`src/rtl/kronos_id_scoreboard.sv`:
```
// Decode-stage issue register with per-register pending-write counters,
// RAW/WAW/saturation stall and same-cycle writeback forwarding.
module kronos_id_scoreboard #(
    parameter int unsigned NUM_WB    = 2,
    parameter int unsigned CNT_W     = 2,
    parameter int unsigned FORWARD   = 1,
    parameter int unsigned WAW_STALL = 0
) (
    input  logic                    clk,
    input  logic                    rstz,
    input  logic                    flush,
    input  logic                    in_vld,
    output logic                    in_rdy,
    input  logic [4:0]              in_rs1,
    input  logic [4:0]              in_rs2,
    input  logic                    in_rs1_en,
    input  logic                    in_rs2_en,
    input  logic [31:0]             in_rs1_data,
    input  logic [31:0]             in_rs2_data,
    input  logic [4:0]              in_rd,
    input  logic                    in_rd_en,
    output logic                    out_vld,
    input  logic                    out_rdy,
    output logic [4:0]              out_rd,
    output logic                    out_rd_en,
    output logic [31:0]             out_rs1_data,
    output logic [31:0]             out_rs2_data,
    input  logic [NUM_WB-1:0]       wb_en,
    input  logic [NUM_WB*5-1:0]     wb_sel,
    input  logic [NUM_WB*32-1:0]    wb_data,
    output logic [31:0]             pending
);

    localparam int unsigned REG_W   = 5;
    localparam int unsigned XLEN    = 32;
    localparam int unsigned NREG    = 32;
    localparam int unsigned HIT_W   = 3;
    localparam int unsigned CMP_W   = CNT_W + HIT_W;
    localparam int unsigned DELTA_W = CNT_W + 4;

    logic [NREG-1:0][CNT_W-1:0] r_cnt;
    logic [NREG-1:0][CNT_W-1:0] w_cnt_nxt;
    logic                       r_out_vld;
    logic [REG_W-1:0]           r_out_rd;
    logic                       r_out_rd_en;
    logic [XLEN-1:0]            r_out_rs1;
    logic [XLEN-1:0]            r_out_rs2;

    logic [REG_W-1:0]           w_wb_sel  [NUM_WB];
    logic [XLEN-1:0]            w_wb_data [NUM_WB];
    logic [HIT_W-1:0]           w_rs1_hits;
    logic [HIT_W-1:0]           w_rs2_hits;
    logic                       w_rs1_wb;
    logic                       w_rs2_wb;
    logic [XLEN-1:0]            w_rs1_op;
    logic [XLEN-1:0]            w_rs2_op;
    logic                       w_hit_rs1;
    logic                       w_hit_rs2;
    logic                       w_fwd_rs1;
    logic                       w_fwd_rs2;
    logic                       w_raw;
    logic                       w_waw;
    logic                       w_sat;
    logic                       w_stall;
    logic                       w_acc;
    logic                       w_inc_en;
    logic                       w_fdec;
    logic                       w_uflow;
    logic [DELTA_W-1:0]         w_sum;

    always_comb begin
        for (int unsigned i = 0; i < NUM_WB; i++) begin
            w_wb_sel[i]  = wb_sel[i*REG_W +: REG_W];
            w_wb_data[i] = wb_data[i*XLEN +: XLEN];
        end
    end

    // Per-source hit count plus lowest-index writeback bypass (register-file write-through)
    always_comb begin
        w_rs1_hits = '0;
        w_rs2_hits = '0;
        w_rs1_wb   = 1'b0;
        w_rs2_wb   = 1'b0;
        w_rs1_op   = in_rs1_data;
        w_rs2_op   = in_rs2_data;
        for (int i = int'(NUM_WB) - 1; i >= 0; i--) begin
            if (wb_en[i] && (w_wb_sel[i] == in_rs1) && (in_rs1 != '0)) begin
                w_rs1_hits = w_rs1_hits + HIT_W'(1);
                w_rs1_wb   = 1'b1;
                w_rs1_op   = w_wb_data[i];
            end
            if (wb_en[i] && (w_wb_sel[i] == in_rs2) && (in_rs2 != '0)) begin
                w_rs2_hits = w_rs2_hits + HIT_W'(1);
                w_rs2_wb   = 1'b1;
                w_rs2_op   = w_wb_data[i];
            end
        end
    end

    always_comb begin
        w_hit_rs1 = in_rs1_en && (in_rs1 != '0) && (r_cnt[in_rs1] != '0);
        w_hit_rs2 = in_rs2_en && (in_rs2 != '0) && (r_cnt[in_rs2] != '0);
        // Forwarding only clears a hazard when this cycle retires every in-flight write
        w_fwd_rs1 = (FORWARD != 0) && w_rs1_wb &&
                    (CMP_W'(r_cnt[in_rs1]) == CMP_W'(w_rs1_hits));
        w_fwd_rs2 = (FORWARD != 0) && w_rs2_wb &&
                    (CMP_W'(r_cnt[in_rs2]) == CMP_W'(w_rs2_hits));
        w_raw     = (w_hit_rs1 && !w_fwd_rs1) || (w_hit_rs2 && !w_fwd_rs2);
        w_waw     = (WAW_STALL != 0) && in_rd_en && (in_rd != '0) && (r_cnt[in_rd] != '0);
        w_sat     = in_rd_en && (in_rd != '0) && (r_cnt[in_rd] == {CNT_W{1'b1}});
        w_stall   = w_raw || w_waw || w_sat;
    end

    assign in_rdy   = (!r_out_vld || out_rdy) && !w_stall && !flush;
    assign w_acc    = in_vld && in_rdy;
    assign w_inc_en = w_acc && in_rd_en && (in_rd != '0);
    assign w_fdec   = flush && r_out_vld && r_out_rd_en && (r_out_rd != '0) && !out_rdy;

    // Net counter update; the MSB of w_sum flags a would-be negative count
    always_comb begin
        w_cnt_nxt    = '0;
        w_uflow      = 1'b0;
        w_sum        = '0;
        for (int unsigned r = 1; r < NREG; r++) begin
            w_sum = DELTA_W'(r_cnt[r]);
            if (w_inc_en && (in_rd == REG_W'(r))) begin
                w_sum = w_sum + DELTA_W'(1);
            end
            for (int unsigned i = 0; i < NUM_WB; i++) begin
                if (wb_en[i] && (w_wb_sel[i] == REG_W'(r))) begin
                    w_sum = w_sum - DELTA_W'(1);
                end
            end
            if (w_fdec && (r_out_rd == REG_W'(r))) begin
                w_sum = w_sum - DELTA_W'(1);
            end
            if (w_sum[DELTA_W-1]) begin
                w_cnt_nxt[r] = '0;
                w_uflow      = 1'b1;
            end else begin
                w_cnt_nxt[r] = CNT_W'(w_sum);
            end
        end
    end

    always_ff @(posedge clk or negedge rstz) begin
        if (!rstz) begin
            r_cnt <= '0;
        end else begin
            r_cnt <= w_cnt_nxt;
        end
    end

    // Issue register: flush beats accept beats drain
    always_ff @(posedge clk or negedge rstz) begin
        if (!rstz) begin
            r_out_vld   <= 1'b0;
            r_out_rd    <= '0;
            r_out_rd_en <= 1'b0;
            r_out_rs1   <= '0;
            r_out_rs2   <= '0;
        end else if (flush) begin
            r_out_vld   <= 1'b0;
        end else if (w_acc) begin
            r_out_vld   <= 1'b1;
            r_out_rd    <= in_rd;
            r_out_rd_en <= in_rd_en;
            r_out_rs1   <= w_rs1_op;
            r_out_rs2   <= w_rs2_op;
        end else if (out_rdy) begin
            r_out_vld   <= 1'b0;
        end
    end

    always_comb begin
        pending = '0;
        for (int unsigned r = 1; r < NREG; r++) begin
            pending[r] = (r_cnt[r] != '0);
        end
    end

    assign out_vld      = r_out_vld;
    assign out_rd       = r_out_rd;
    assign out_rd_en    = r_out_rd_en;
    assign out_rs1_data = r_out_rs1;
    assign out_rs2_data = r_out_rs2;

    a_no_underflow: assert property (@(posedge clk) disable iff (!rstz) !w_uflow);

endmodule

```
`config.mk`:
```
export PLATFORM = sky130hd
export DESIGN_NAME = kronos_id_scoreboard
export DESIGN_NICKNAME = d
export VERILOG_FILES = /design/src/rtl/kronos_id_scoreboard.sv
export SDC_FILE = /design/constraint.sdc
export NUM_CORES = 1
export LEC_CHECK = 0
export ABC_AREA = 1
export CORE_UTILIZATION = 35
export CTS_BUF_LIST = sky130_fd_sc_hd__clkbuf_8
export DETAILED_ROUTE_END_ITERATION = 8
export PLACE_DENSITY_LB_ADDON = 0.2
export SYNTH_ARGS = -nofsm -noshare
export SYNTH_HDL_FRONTEND = slang
export SYNTH_SLANG_ARGS = --single-unit
```
`constraint.sdc`:
```
create_clock -name clk -period 5.8 [get_ports clk]
set_clock_uncertainty 0.05 [all_clocks]
set_input_delay 1.74 -clock clk [delete_from_list [all_inputs] [get_ports clk]]
set_output_delay 1.74 -clock clk [all_outputs]
set_load 0.02 [all_outputs]
```
### M1 wires

Drawn at 2 px/um. Supply wires on this layer in grey. Cells faint in the background.
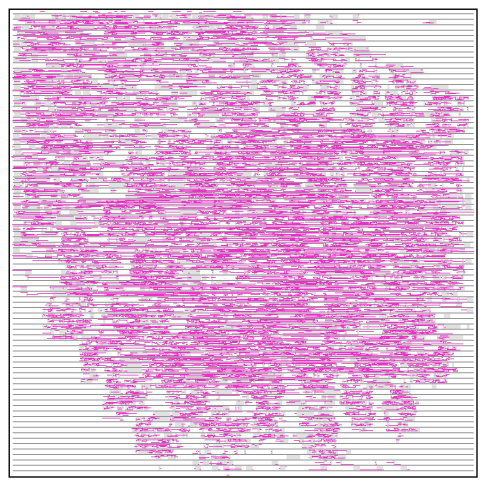
main direction	horizontal
share of all routed wire	43%
longest straight run	88.8 um
wire length on this layer	34.4 mm
nets with wire on the layer	3961
vias: 23500
DRT Wirelength: 79600 um
GRT met1 Usage: 0.374

### Sequential cells coloured by netlist name

Drawn at 2 px/um. Other sequential cells in the stronger grey, the rest of the logic in the fainter grey.
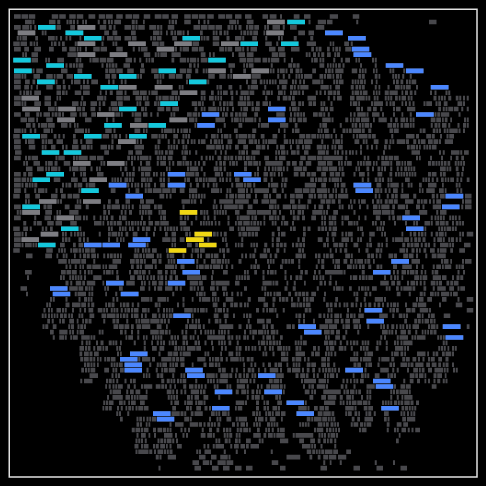
colour	signal	sequential cells	where
blue	r_cnt	62	spread over the die
cyan	out_rs1_data	32	upper left
yellow	out_rd	5	centre
Sequential Area: 0.00333 mm^2
Seq/total area: 0.130
seq pwr: 1.76 mW
final core occ: 0.488

==> results_dict.tcl <==
# metrics dict for downstream scripts
set metrics [dict create \
    run_status "completed" \
    clk_share 0.0146 \
    chip_area_mm2 0.0543 \
    syn-num-nets 3699 \
    cp_max_fo 6 \
    whs_ps 435 \
    drc 0 \
    total_power_mw 8.03 \
    ctsHoldBuffers 0 \
    syn-cell-area_mm2 0.0187 \
    post-cts-setup-buffers 1 \
    area_growth_pct 37.3 \
    top_usage_layer "met2" \
    drive_gt1_frac 0.141 \
    tightest_slew_ps 1060 \
    slew_headroom 0.289 \
    dp_hpwl_um 63100 \
    ys_sh_xor 0.0103 \
    required_ps 4010 \
    r2r-end "r_cnt[6]$_DFF_PN0_" \
    ir_worst_vdd_uv 197 \
    wl_met2_um 36200 \
    taps 688 \
    ys_types 47 \
    warnings 60 \
    clockRootBuffer "clkbuf_8" \
    setup_violations 0 \
    wl_met1_um 34400 \
    grt_use_met2 0.475 \
    viasPerCell 5.03 \
    topCellsByArea "nand2_1 24%, dfrtp_1 18%, nand3_1 12%" \
    gp_congestion 1.04 \
    overflow 0 \
    cp-start-kind "input pin" \
    synth_top_cell_by_count "nand2_1" \
    power_switching_mw 4.04 \
    setup_ws_ps 122 \
    dpl_worst_slack_ps -993 \
    whs_path_depth 2 \
    clockBufferCount 18 \
    comb_cells 2663 \
    inverters_excl_clock 491 \
    comb_area_mm2 0.0135 \
    reg2reg_depth 30 \
    synthTopCellsByCount "1202 x nand2_1, 474 x inv_1, 450 x nand3_1, 404 x nor2_1, 159 x ha_1" \
    placed_area_mm2 0.0248 \
    timing.final.crit_share 0.979 \
    mux_share 0 \
    ios 267 \
    ys_sh_simple 0.491 \
    drt_iter0_drc 1937 \
    comb_power_share 0.675 \
    buffers 659 \
    cts_buffers 17 \
    largest_class "logic gates" \
    r2r_start "r_cnt[28]$_DFF_PN0_" \
    power.leakage_nw 13.6 \
    end_kind "primary output" \
    async_flop_share 1.00 \
    cts_buffer_depth 2 \
    grt_max_degree 91 \
    fillerInstances 5540 \
    die_w_um 233 \
    die_y_um 233 \
    yosys.area_share.aoi 0.0933 \
    drt-pass1-iter-count 7 \
    synth-cells-yosys 3377 \
    cts_resized 40 \
    grtUsageMet3 0.0599 \
    regMostFlops "r_cnt" \
    avgSynthCellArea_um2 5.54 \
    fp_util 0.355 \
    hold_path_class "flip-flop to flip-flop" \
    crit_end "in_rdy" \
    cp.arrival_ps 3890 \
    ys_area_mm2 0.0187 \
    cap_viol_max_count 0 \
    ant_nets 0 \
    top_area_frac 0.241 \
    regToRegSetupSlack_ps 1300 \
    critPathKind "input pin to primary output" \
    wl_per_cell_um 17.1 \
    place_inst 4615 \
]
worst max-delay path: stages:
cell and delay (ps):
dlygate4sd2_1 310, inv_2 90, buf_4 160, o22ai_1 110, nor4_2 330, nand2_2 120, inv_2 90, ha_4 120
inv_2 40, nand3_2 60, nand2_1 60, nor2_1 90, nand2_1 70, nand2_2 100, inv_1 80, nor2_4 170
buf_6 140
power by group through the flow:
| stage | Clock, mW | Sequential (mW) | Combinational, mW |
|---|---|---|---|
| final | 0.843 | 1.76 | 5.43 |
| after detailed placement | 0 | 1.75 | 5.29 |
| after global routing | 0.895 | 1.79 | 6.11 |
| after global placement | 0 | 1.75 | 5.25 |
| after CTS | 0.869 | 1.74 | 5.32 |
| after floorplan | 0 | 1.74 | 2.82 |
No activity file was given, so power comes from the tool's default toggle rates.
